==> run_1/metal_stack.png <==
Only two layers are drawn.
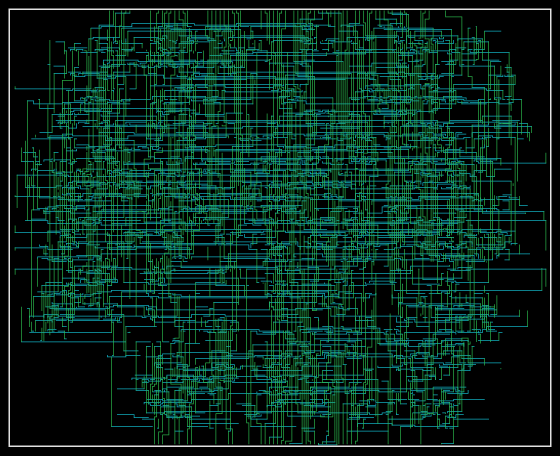
==> run_1/final_clocks.png <==
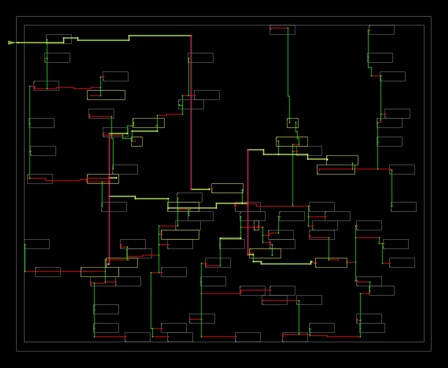
==> run_1/pins.png <==
Pins as bars across the die edge, other pins in grey.
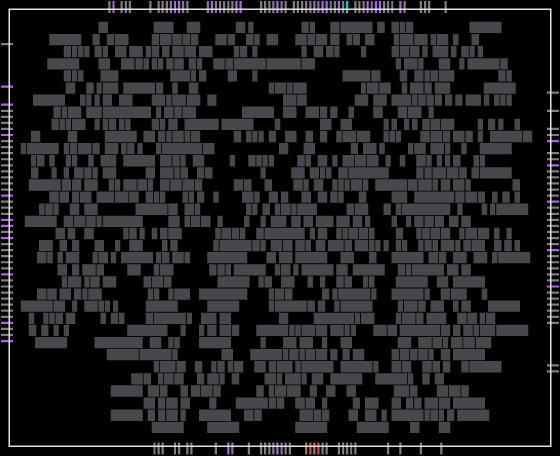
File: config.mk
export PLATFORM = sky130hd
export DESIGN_NAME = pc_sequencer
export DESIGN_NICKNAME = d
export VERILOG_FILES = /design/src/rtl/pc_sequencer.sv
export SDC_FILE = /design/constraint.sdc
export NUM_CORES = 1
export LEC_CHECK = 0
export CAP_MARGIN = 10
export CORE_ASPECT_RATIO = 0.8
export CORE_MARGIN = 2
export CORE_UTILIZATION = 50
export DETAILED_ROUTE_END_ITERATION = 8
export DONT_BUFFER_PORTS = 1
export GPL_TIMING_DRIVEN = 0
export HOLD_SLACK_MARGIN = 0.15
export PLACE_DENSITY = 0.73
export SYNTH_ARGS = -nofsm -noshare
export SYNTH_HDL_FRONTEND = slang
export SYNTH_SLANG_ARGS = --single-unit
File: constraint.sdc
create_clock -name clk -period 7.3 [get_ports clk]
set_input_delay 1.46 -clock clk [delete_from_list [all_inputs] [get_ports clk]]
set_output_delay 1.46 -clock clk [all_outputs]
set_load 0.03 [all_outputs]
File: src/rtl/pc_sequencer.sv
// rtl/pc_sequencer.sv - next-PC selection with branch/jump/stall/halt priority and deferred jump
module pc_sequencer (
    input  logic        clk,
    input  logic        clr_n,
    input  logic [31:0] current_pc,
    input  logic        stall,
    input  logic        br_taken,
    input  logic [31:0] br_target,
    input  logic        jmp_valid,
    input  logic [31:0] jmp_target,
    input  logic        halt_req,
    output logic [1:0]  pc_inc,
    output logic [31:0] next_pc,
    output logic        flush_if,
    output logic        flush_id,
    output logic        halted,
    output logic        redirect_pending,
    output logic [31:0] stall_cycles
);

    localparam logic [1:0] ST_RUN  = 2'd0;
    localparam logic [1:0] ST_HOLD = 2'd1;
    localparam logic [1:0] ST_HALT = 2'd2;

    localparam logic [1:0] INC_NORMAL = 2'b00;
    localparam logic [1:0] INC_HOLD   = 2'b01;
    localparam logic [1:0] INC_JUMP   = 2'b10;
    localparam logic [1:0] INC_STOP   = 2'b11;

    logic [1:0]  state_q, state_d;
    logic        pending_q, pending_d;
    logic [31:0] pending_target_q, pending_target_d;
    logic [31:0] stall_cycles_q, stall_cycles_d;

    logic [31:0] pc_plus_one;
    logic [31:0] stall_cycles_inc;

    assign pc_plus_one      = current_pc + 32'd1;
    assign stall_cycles_inc = (stall_cycles_q == 32'hFFFF_FFFF) ? stall_cycles_q
                                                                 : stall_cycles_q + 32'd1;

    always_comb begin
        pc_inc           = INC_NORMAL;
        next_pc          = pc_plus_one;
        flush_if         = 1'b0;
        flush_id         = 1'b0;
        state_d          = ST_RUN;
        pending_d        = pending_q;
        pending_target_d = pending_target_q;
        stall_cycles_d   = stall_cycles_q;

        if (!clr_n) begin
            pending_d        = 1'b0;
            pending_target_d = 32'd0;
            stall_cycles_d   = 32'd0;
        end else if (state_q == ST_HALT) begin
            pc_inc  = INC_STOP;
            next_pc = current_pc;
            state_d = ST_HALT;
        end else if (halt_req) begin
            pc_inc  = INC_STOP;
            next_pc = current_pc;
            state_d = ST_HALT;
        end else if (br_taken) begin
            // A resolved branch outranks both the stall and any deferred jump.
            pc_inc    = INC_HOLD;
            next_pc   = br_target;
            flush_if  = 1'b1;
            flush_id  = 1'b1;
            pending_d = 1'b0;
        end else if (pending_q && !stall) begin
            pc_inc    = INC_JUMP;
            next_pc   = pending_target_q;
            flush_if  = 1'b1;
            pending_d = 1'b0;
        end else if (stall) begin
            pc_inc         = INC_HOLD;
            next_pc        = current_pc;
            state_d        = ST_HOLD;
            stall_cycles_d = stall_cycles_inc;
            // The first jump seen during a stall wins; later ones are dropped.
            if (jmp_valid && !pending_q) begin
                pending_d        = 1'b1;
                pending_target_d = jmp_target;
            end
        end else if (jmp_valid) begin
            pc_inc   = INC_JUMP;
            next_pc  = jmp_target;
            flush_if = 1'b1;
        end
    end

    always_ff @(posedge clk) begin
        if (!clr_n) begin
            state_q          <= ST_RUN;
            pending_q        <= 1'b0;
            pending_target_q <= 32'd0;
            stall_cycles_q   <= 32'd0;
        end else begin
            state_q          <= state_d;
            pending_q        <= pending_d;
            pending_target_q <= pending_target_d;
            stall_cycles_q   <= stall_cycles_d;
        end
    end

    assign halted           = clr_n && (state_q == ST_HALT);
    assign redirect_pending = pending_q;
    assign stall_cycles     = stall_cycles_q;

endmodule

==> run summary, run 1 <==
Results of the run.

Setup repair after global routing left no endpoint under its margin. The slew check shows that the tightest pin keeps a relative margin of 15.0%. The wire-length estimate of the detail-placed layout is 16500 µm. The largest net degree at the start of global routing is 13.

The clock transition at the registers of the reported paths is 0.05 ns. The number of nets in the synthesized netlist is approximately 900. The slowest library cell on the worst path is sky130_fd_sc_hd__nor3_1. Of all nets on the critical path, the largest fanout is 9. The type of destination of the critical path is a primary output. The worst setup path is launched from an input pin. The top layer used by detailed routing is met4. The count of cell types in the netlist is 65.

Sorting the synthesized cells by how often they occur yields sky130_fd_sc_hd__nand2_1 (155), sky130_fd_sc_hd__a21oi_1 (73), sky130_fd_sc_hd__dfxtp_1 (67). The number of buffers on the longest clock path is 2. Post-synthesis, Yosys gives the total cell area as 5490 µm². The fraction of post-synthesis cell area in the top cell type by area is 24.4%. The routability congestion estimate from global placement is 1.02. The number of buffer and inverter instances along the worst setup path is 1.

The worst min-delay path category is reg -> reg. The number of H-tree branching levels is 3. After clock tree synthesis, the repair step resized 0 gates. For this design the static power due to leakage is 1.92 nW. Total power normalized to cell area comes to 189 nW/µm². The TritonCTS clock tree is yes. The flip-flop cell with the highest count after synthesis is sky130_fd_sc_hd__dfxtp_1. The number of setup buffers added after CTS is 0. Summed over all nets, wire length on met2 after detailed routing comes to 9400 µm.

0 antenna diodes ended up in the layout. The synthesis-to-finish area growth is 9.95%. Timing would allow up to roughly 0.17 GHz. The startpoint of the tightest hold check path is pending_target_q[17]. The number of antenna violations at the first check in global routing is 0. The data required time of the critical path is 5.84 ns.

The first global-routing pass estimated 34000 µm of wire. For hold timing, the worst endpoint is pending_target_q[17]. The hold buffer count at CTS is 0.

The highest supply drop recorded on VDD is 0.000109 V. The via count of the first global-routing pass is 6041. The detailed router put a total of 8760 µm of wire on met1.

The final timing report lists clock skew as 0.00801 ns. The cell area after technology mapping is 5490 µm². The insertion delay of the later-clocked pin in the worst-skew pair is 0.34 ns. Looking at the reg2reg group, the worst path starts from redirect_pending.

After synthesis the netlist holds a flip-flop and latch count of between 60 and 70. The number of warnings in the stage logs is 26. The number of optimization iterations in the first detailed-route pass is 8. Per the Yosys statistics, synthesis produced 797 cells. The completed layout was analyzed and its total power is approximately 1.1 mW. By area the synthesized netlist is led by sky130_fd_sc_hd__dfxtp_1 (24%), sky130_fd_sc_hd__nand2_1 (11%), sky130_fd_sc_hd__a21oi_1 (6.6%). The wire length on met3 is 3620 µm. A synthesized cell averages between 6 and 7 µm². The final cycle utilization of the critical path is 78.6%.

The CTS buffer count is 9. The final layout reports a setup TNS of 0 ns. Recorded from the global router log, the overflow total was 0. The sequential share of the synthesized area is between 20 and 25%. Dividing the detail-routed via count by the number of cells gives around 7.0.

The final timing report lists a max-slew violation count of 0. Per STA, the worst path is made up of clkbuf_1 > nor2b_1 > nand2_1 > nor3_1 > a21oi_1 > o311ai_1. The OpenROAD report gives the critical path a data arrival time of 4.27 ns. The start point of the critical path is halt_req. The worst reg2reg path depth is 5. STA lists the endpoint of the worst register-to-register path as redirect_pending. The fraction of final layout cells sized beyond drive strength 1 is under 10%. The number of instances in the synthesized netlist is approximately 800.

The hold violation count in the final report is 0. The area enclosed by the die boundary is 11800 µm². In this run the register-to-register setup slack is 4.66 ns. After floorplanning, the core was sized to cover 10800 µm². The floorplan utilization is 50.8%. The clock period minus worst slack is 5.73 ns. The layout net count is approximately 910. The actual transition at the worst max-transition pin is about 1.3 ns. The run finished with clean final reports. The report counts max-capacitance violations totalling 0. The final antenna-violating net count is 0. The synthesized design contains 0 enable-type register cells.

The placement row count is 34. 172 I/O pins were placed. Per STA, the worst path accumulates the most delay in the family simple AND/OR/NAND/NOR gates. Looking at the clock tree report, the root buffer type is sky130_fd_sc_hd__clkbuf_16.

Per the detail_route report, DRC violations left total 0. The longest individual stage delay on the worst path is between 0.9 and 1 ns. Sorting the Yosys area breakdown by cell type puts at the top sky130_fd_sc_hd__dfxtp_1. The detailed router finished its first iteration with 845 violations. The synthesis warning total is 0. The proportion of register bits with asynchronous set or reset after synthesis is 0%. The worst setup path category is in -> out.
About metal_stack.png:
Green shows met2, wire length 9400 µm. Cyan shows met1, wire length 8760 µm.
overall via count from detail_route: 6682
Final Routed Wirelength: 22700 µm
gr usage total: 37.0%
average detailed-routed wire length per instance: 23.7 µm

About final_clocks.png:
power in the clock group: 0.544 mW
number of clock sinks: 67

About pins.png:
Cyan shows br_taken, pins 1, direction input, edge top. Red shows pc_inc, pins 2, direction output, edge bottom. Purple shows br_target, pins 32, direction input, edge 15 top, 10 left, 5 right, 2 bottom.
All pins by edge: 60 top, 42 left, 36 right, 34 bottom.
Buffers on Ports: 0
Die Ht: 97.8 µm
DIE WIDTH: 121 µm

-- run 1: how the worst max path moves through the flow --
stage	end	cells past startpoint	slack, ns
floorplan	next_pc[15]	6	2.02
global placement	next_pc[15]	6	1.36
detailed placement	next_pc[15]	6	1.68
CTS	next_pc[15]	6	1.65
global route	next_pc[15]	6	1.40
finish	next_pc[15]	6	1.57
-- run 1: metal layers --
layer / global-route usage, % / vias up
met2: 53.1 / 566
met3: 13.8 / 91
met4: 16.6 / 0
met1: 49.5 / 3109
met5: 0 / -
li1: - / 2916
-- run 1: where the power goes --
part	internal, mW	switching, mW
Sequential	0.370	0.00436
Clock	0.370	0.175
Combinational	0.0598	0.163
-- run 1: logic make-up (layout without fill, tap and decap cells) --
group	after synthesis	in the layout	share of synthesized area (%)
AND/OR/NAND/NOR	380	380	35.8
AND-OR/OR-AND	230	230	26.7
buffers and inverters	74	90	5.28
flip-flops	67	67	24.4
XOR/XNOR	30	30	4.78
multiplexers	14	14	2.57
adder cells (fa/ha/maj)	2	2	0.455
-- run 1: area by class of cell --
class	count	area (µm²)
Fill cell	1073	4760
Multi-Input combinational cell	656	3860
Sequential cell	67	1340
Buffer	58	230
Clock buffer	10	229
Tap cell	144	180
Clock inverter	6	138
Inverter	16	60.1
-- run 1: per-stage QoR --
| stage | utilization (%) | area (µm²) | worst slack, ns | cells | hold slack (ns) |
|---|---|---|---|---|---|
| floorplan | - | 5490 | 2.02 | 797 | 0.432 |
| global placement | 52.5 | 5670 | 1.36 | 941 | 0.438 |
| detailed placement | 52.5 | 5670 | 1.68 | 941 | 0.445 |
| CTS | 55.9 | 6040 | 1.65 | 957 | 0.454 |
| global route | 55.9 | 6040 | 1.40 | 957 | 0.467 |
| finish | 55.9 | 6040 | 1.57 | 957 | 0.453 |
-- run 1: placed cells by master, fill, tap and decap left out, types with 8 or more instances in the layout --
cell / Yosys / routed
sky130_fd_sc_hd__or4_1: 13 / 13
sky130_fd_sc_hd__nand2b_1: 20 / 20
sky130_fd_sc_hd__a211oi_1: 11 / 11
sky130_fd_sc_hd__nor3_1: 12 / 12
sky130_fd_sc_hd__dfxtp_1: 67 / 67
sky130_fd_sc_hd__and2_1: 10 / 10
sky130_fd_sc_hd__a22oi_1: 9 / 9
sky130_fd_sc_hd__nand2_1: 155 / 155
sky130_fd_sc_hd__and3_1: 14 / 14
sky130_fd_sc_hd__nor2b_1: 31 / 31
sky130_fd_sc_hd__o31ai_1: 19 / 19
sky130_fd_sc_hd__a31oi_1: 10 / 10
sky130_fd_sc_hd__nand3_1: 29 / 29
sky130_fd_sc_hd__mux2i_1: 13 / 13
sky130_fd_sc_hd__nor2_1: 36 / 36
sky130_fd_sc_hd__nand4_1: 17 / 17
sky130_fd_sc_hd__clkbuf_1: 46 / 47
sky130_fd_sc_hd__clkbuf_16: 0 / 9
sky130_fd_sc_hd__o21ai_0: 47 / 47
sky130_fd_sc_hd__xnor2_1: 20 / 20
sky130_fd_sc_hd__o221ai_1: 8 / 8
sky130_fd_sc_hd__a21oi_1: 73 / 73
sky130_fd_sc_hd__or3_1: 11 / 11
sky130_fd_sc_hd__xor2_1: 10 / 10
sky130_fd_sc_hd__inv_1: 14 / 14
## Run 2: what changed since run 1
- PLACE_DENSITY: 0.73 -> 0.76
- clock period: 7.3 -> 4.7 ns (I/O delays scaled with it)
==> run_2/final_clocks.png <==
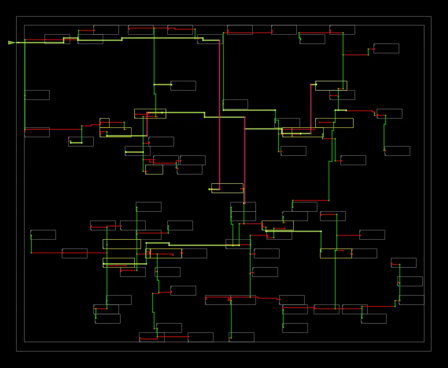
final sequential cell count: 67
clock buffer count from CTS: 9
count of clock-net buffers in the final layout: 11

==> run 2 against run 1 <==
Global-route usage down 1.1 points. Die area unchanged. Design area fell by 0.72%. Area after synthesis unchanged. Non-clock buffer count is the same. Highest routed layer unchanged.
==> run summary, run 2 <==
Results of the run.

The hold buffer count at CTS is 0 (unchanged). The flip-flop cell with the highest count after synthesis is sky130_fd_sc_hd__dfxtp_1 (unchanged). The setup TNS was 0 ns (unchanged). Unrepaired setup endpoints after global routing: no (unchanged). The root cell of the clock tree is sky130_fd_sc_hd__clkbuf_16 (unchanged).

The worst min-delay path category is reg -> reg (unchanged). Cell types with the highest counts after synthesis: sky130_fd_sc_hd__nand2_1 (155), sky130_fd_sc_hd__a21oi_1 (73), sky130_fd_sc_hd__dfxtp_1 (67) (unchanged). The minimum setup slack among reg-to-reg paths was 2.07 ns (was 4.66 ns). The global-route wire length before repair came to 32900 µm (was 34000 µm). The final antenna-violating net count is 0 (unchanged).

The endpoint of the worst register-to-register path is stall_cycles[28] (was redirect_pending). The minimum setup slack after placement is 0.108 ns (was 1.68 ns). The number of buffers on the longest clock path is 2 (unchanged). Status: complete, no violations (unchanged). The largest net degree at the start of global routing came to 12 (was 13). The power density of the placed cells is 278 nW/µm² (was 189 nW/µm²). The placeable core region is 10800 µm² (unchanged). The TritonCTS clock tree is yes (unchanged).

The detailed-route wire length per cell came to 22.7 µm (was 23.7 µm). The total instance count after detailed placement is 941 (unchanged). The non-filler instance count after layout is 956 (was 957). The average cell area after synthesis is 6.89 µm² (unchanged). The clock skew after layout is 0.00635 ns (was 0.00801 ns). The number of antenna violations at the first check in global routing is 0 (unchanged). The area of the synthesized netlist per yosys stat is 5490 µm² (unchanged).

The number of optimization iterations in the first detailed-route pass came to 6 (was 8). The critical path arrival came to 3.59 ns (was 4.27 ns). The aggregate global-route resource usage is 35.9% (was 37.0%).

The achievable frequency is about 0.22 GHz. The routed wire length is 21700 µm (was 22700 µm). The remaining routing DRC violations is 0 (unchanged). The sequential share of the synthesized area is 24.4% (unchanged).

The synthesis-to-finish area growth was 9.16% (was 9.95%). The insertion delay of the later-clocked pin in the worst-skew pair was 0.34 ns (about the same). The number of buffers added on ports is 0 (unchanged).

The longest individual stage delay on the worst path is 0.75 ns (was 0.95 ns). The via count of the routed design is 6409 (was 6682). The starting DRC count in detailed routing came to 880 (was 845).

The final timing summary puts the cycle share of the worst path at 96.4%. The layout net count is 912 (unchanged). The placement row count came to 34 (unchanged). The number of enable-type register cells in the synthesized netlist is 0 (unchanged). The cell area after placement is 5670 µm² (unchanged). The element type at the critical path start is an input pin (unchanged). The cell area after technology mapping is 5490 µm² (unchanged).

The total of max-cap violations came to 0 (unchanged). The number of nets in the synthesized netlist is 901 (unchanged). The clock sink count is 67 (unchanged). The fraction of post-synthesis cell area in the top cell type by area came to 24.4% (unchanged). The proportion of register bits with asynchronous set or reset after synthesis was 0% (unchanged). The hold violation count in the final report is 0 (unchanged). The diode insertion count for antenna repair is 0 (unchanged). The endpoint of the worst hold-timing path is pending_target_q[18] (was pending_target_q[17]). The count of cell types in the netlist is 65 (unchanged). The synthesis warning total is 0 (unchanged). Largest cells by area: sky130_fd_sc_hd__dfxtp_1 (24%), sky130_fd_sc_hd__nand2_1 (11%), sky130_fd_sc_hd__a21oi_1 (6.6%) (unchanged). The post-synthesis cell count from yosys is 797 (unchanged).

The via count of the first global-routing pass was 5738 (was 6041). The actual transition at the worst max-transition pin was 1.22 ns (was 1.25 ns). The post-DP HPWL was 15700 µm (was 16500 µm). The worst slew margin relative to its limit was 17.5% (was 15.0%). The number of H-tree branching levels is 3 (unchanged). The mean number of vias per cell is 6.70 (was 6.98). The leading cell type in the layout, fill and taps excluded is sky130_fd_sc_hd__nand2_1 (unchanged).

The post-route cell area was 6000 µm² (was 6040 µm²). Most frequently placed logic cells in the final layout: sky130_fd_sc_hd__nand2_1 (155), sky130_fd_sc_hd__a21oi_1 (73), sky130_fd_sc_hd__dfxtp_1 (67) (unchanged). The fraction of final layout cells sized beyond drive strength 1 came to 4.68% (was 4.67%).

The worst setup path category is in -> out (unchanged). The data required time of the critical path is 3.76 ns (was 5.84 ns). The worst path setup slack after routing came to 0.168 ns (was 1.57 ns). The count of filler cells inserted in the layout is 1111 (was 1073). The routability congestion estimate from global placement was 1.01 (was 1.02). The post-synthesis cell type with the largest combined area is sky130_fd_sc_hd__dfxtp_1 (unchanged). The cell leakage power is 1.90 nW (was 1.92 nW).

The synthesis-stage register bit count came to 67 (unchanged). The post-CTS repair timing setup buffer count is 0 (unchanged). Critical Path, Cell by Cell: buf_2 > nor3b_2 > and3_1 > clkbuf_1 > a32oi_1 > o21ai_0 (was clkbuf_1 > nor2b_1 > nand2_1 > nor3_1 > a21oi_1 > o311ai_1). The boundary pin count was 172 (unchanged).

The area enclosed by the die boundary came to 11800 µm² (unchanged). The worst vdd rail ir drop is 0.000150 V (was 0.000109 V). The startpoint of the tightest hold check path was pending_target_q[18] (was pending_target_q[17]).

The type of destination of the critical path is a primary output (unchanged). The clock transition at the registers of the reported paths is 0.06 ns (was 0.05 ns). The worst-path maximum fanout is 10 (was 9).

The number of warnings in the stage logs is 26 (unchanged).
==> run_2/pins.png <==
Pins as bars across the die edge, other pins in grey.
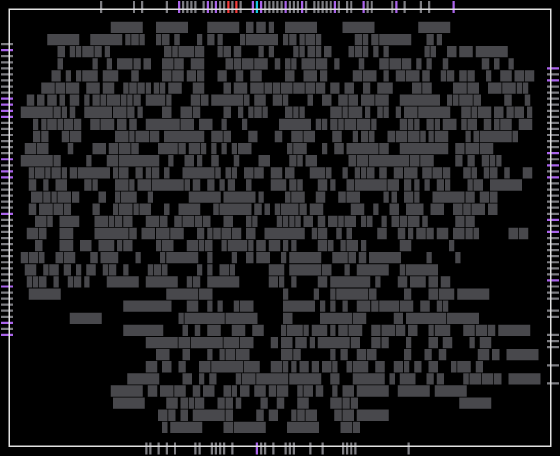

run 2: netlist changes by cell type in the layout (fill, tap and decap cells not counted), sizes merged:
cell	previous run	this run
clkbuf	56	57
clkinvlp	0	2
clkinv	2	0
bufinv	4	2
run 2: through the flow:
step,utilization [%],hold slack [ns]
final,55.5,0.453
after global routing,55.5,0.473
after CTS,55.5,0.456
after detailed placement,52.5,0.445
after global placement,52.5,0.440
after floorplan,-,0.432
run 2: worst max-delay path, delay by kind of cell:
kind | cells | cell delay [ns]
buffers and inverters | 2 | 0.85
AND-OR/OR-AND | 2 | 0.65
AND/OR/NAND/NOR | 2 | 1.14
run 2: timing repair:
action | 4_1_cts | 5_1_grt
endpoints found under the setup margin | 0 | 4
resized | 0 | 1
hold endpoints to repair | 0 | 0
run 2: kinds of logic (layout without fill, tap and decap cells):
family | Yosys count | in the layout | share of synthesized area [%]
AND-OR/OR-AND | 230 | 230 | 26.7
XOR/XNOR | 30 | 30 | 4.78
adder cells (fa/ha/maj) | 2 | 2 | 0.455
buffers and inverters | 74 | 89 | 5.28
flip-flops | 67 | 67 | 24.4
multiplexers | 14 | 14 | 2.57
AND/OR/NAND/NOR | 380 | 380 | 35.8
run 2: worst max path at each step:
stage / cells past startpoint / endpoint / start
detailed placement: 6 / next_pc[15] / halt_req
floorplan: 6 / next_pc[15] / halt_req
finish: 6 / next_pc[24] / jmp_valid
CTS: 6 / next_pc[15] / halt_req
global route: 6 / next_pc[22] / current_pc[0]
global placement: 6 / next_pc[15] / halt_req
run 2: area by class of cell:
cell class	instances	area [µm²]	share of cell area, %
tap	144	180	3.00
inverter	16	60.1	1.00
clock inverter	4	75.1	1.25
clock buffer	11	243	4.05
buffer	58	230	3.84
sequential	67	1340	22.4
multi-input combinational	656	3870	64.5
run 2: metal layers:
layer | track usage, % | share of wire (%) | up-vias | wire, µm
li1 | - | - | 2931 | -
met1 | 50.2 | 39 | 2878 | 8470
met2 | 48.8 | 40 | 515 | 8590
met3 | 15.1 | 17 | 85 | 3660
met4 | 13.4 | 4.3 | 0 | 937
met5 | 0 | 0 | - | 0
run 2: where the power goes:
part / switching (mW) / leakage (nW) / internal, mW
registers: 0.00661 / 0.541 / 0.575
logic: 0.247 / 1.21 / 0.0929
clock network: 0.269 / 0.148 / 0.476
Power figures rest on the tool's default switching activity, not on a simulated workload.
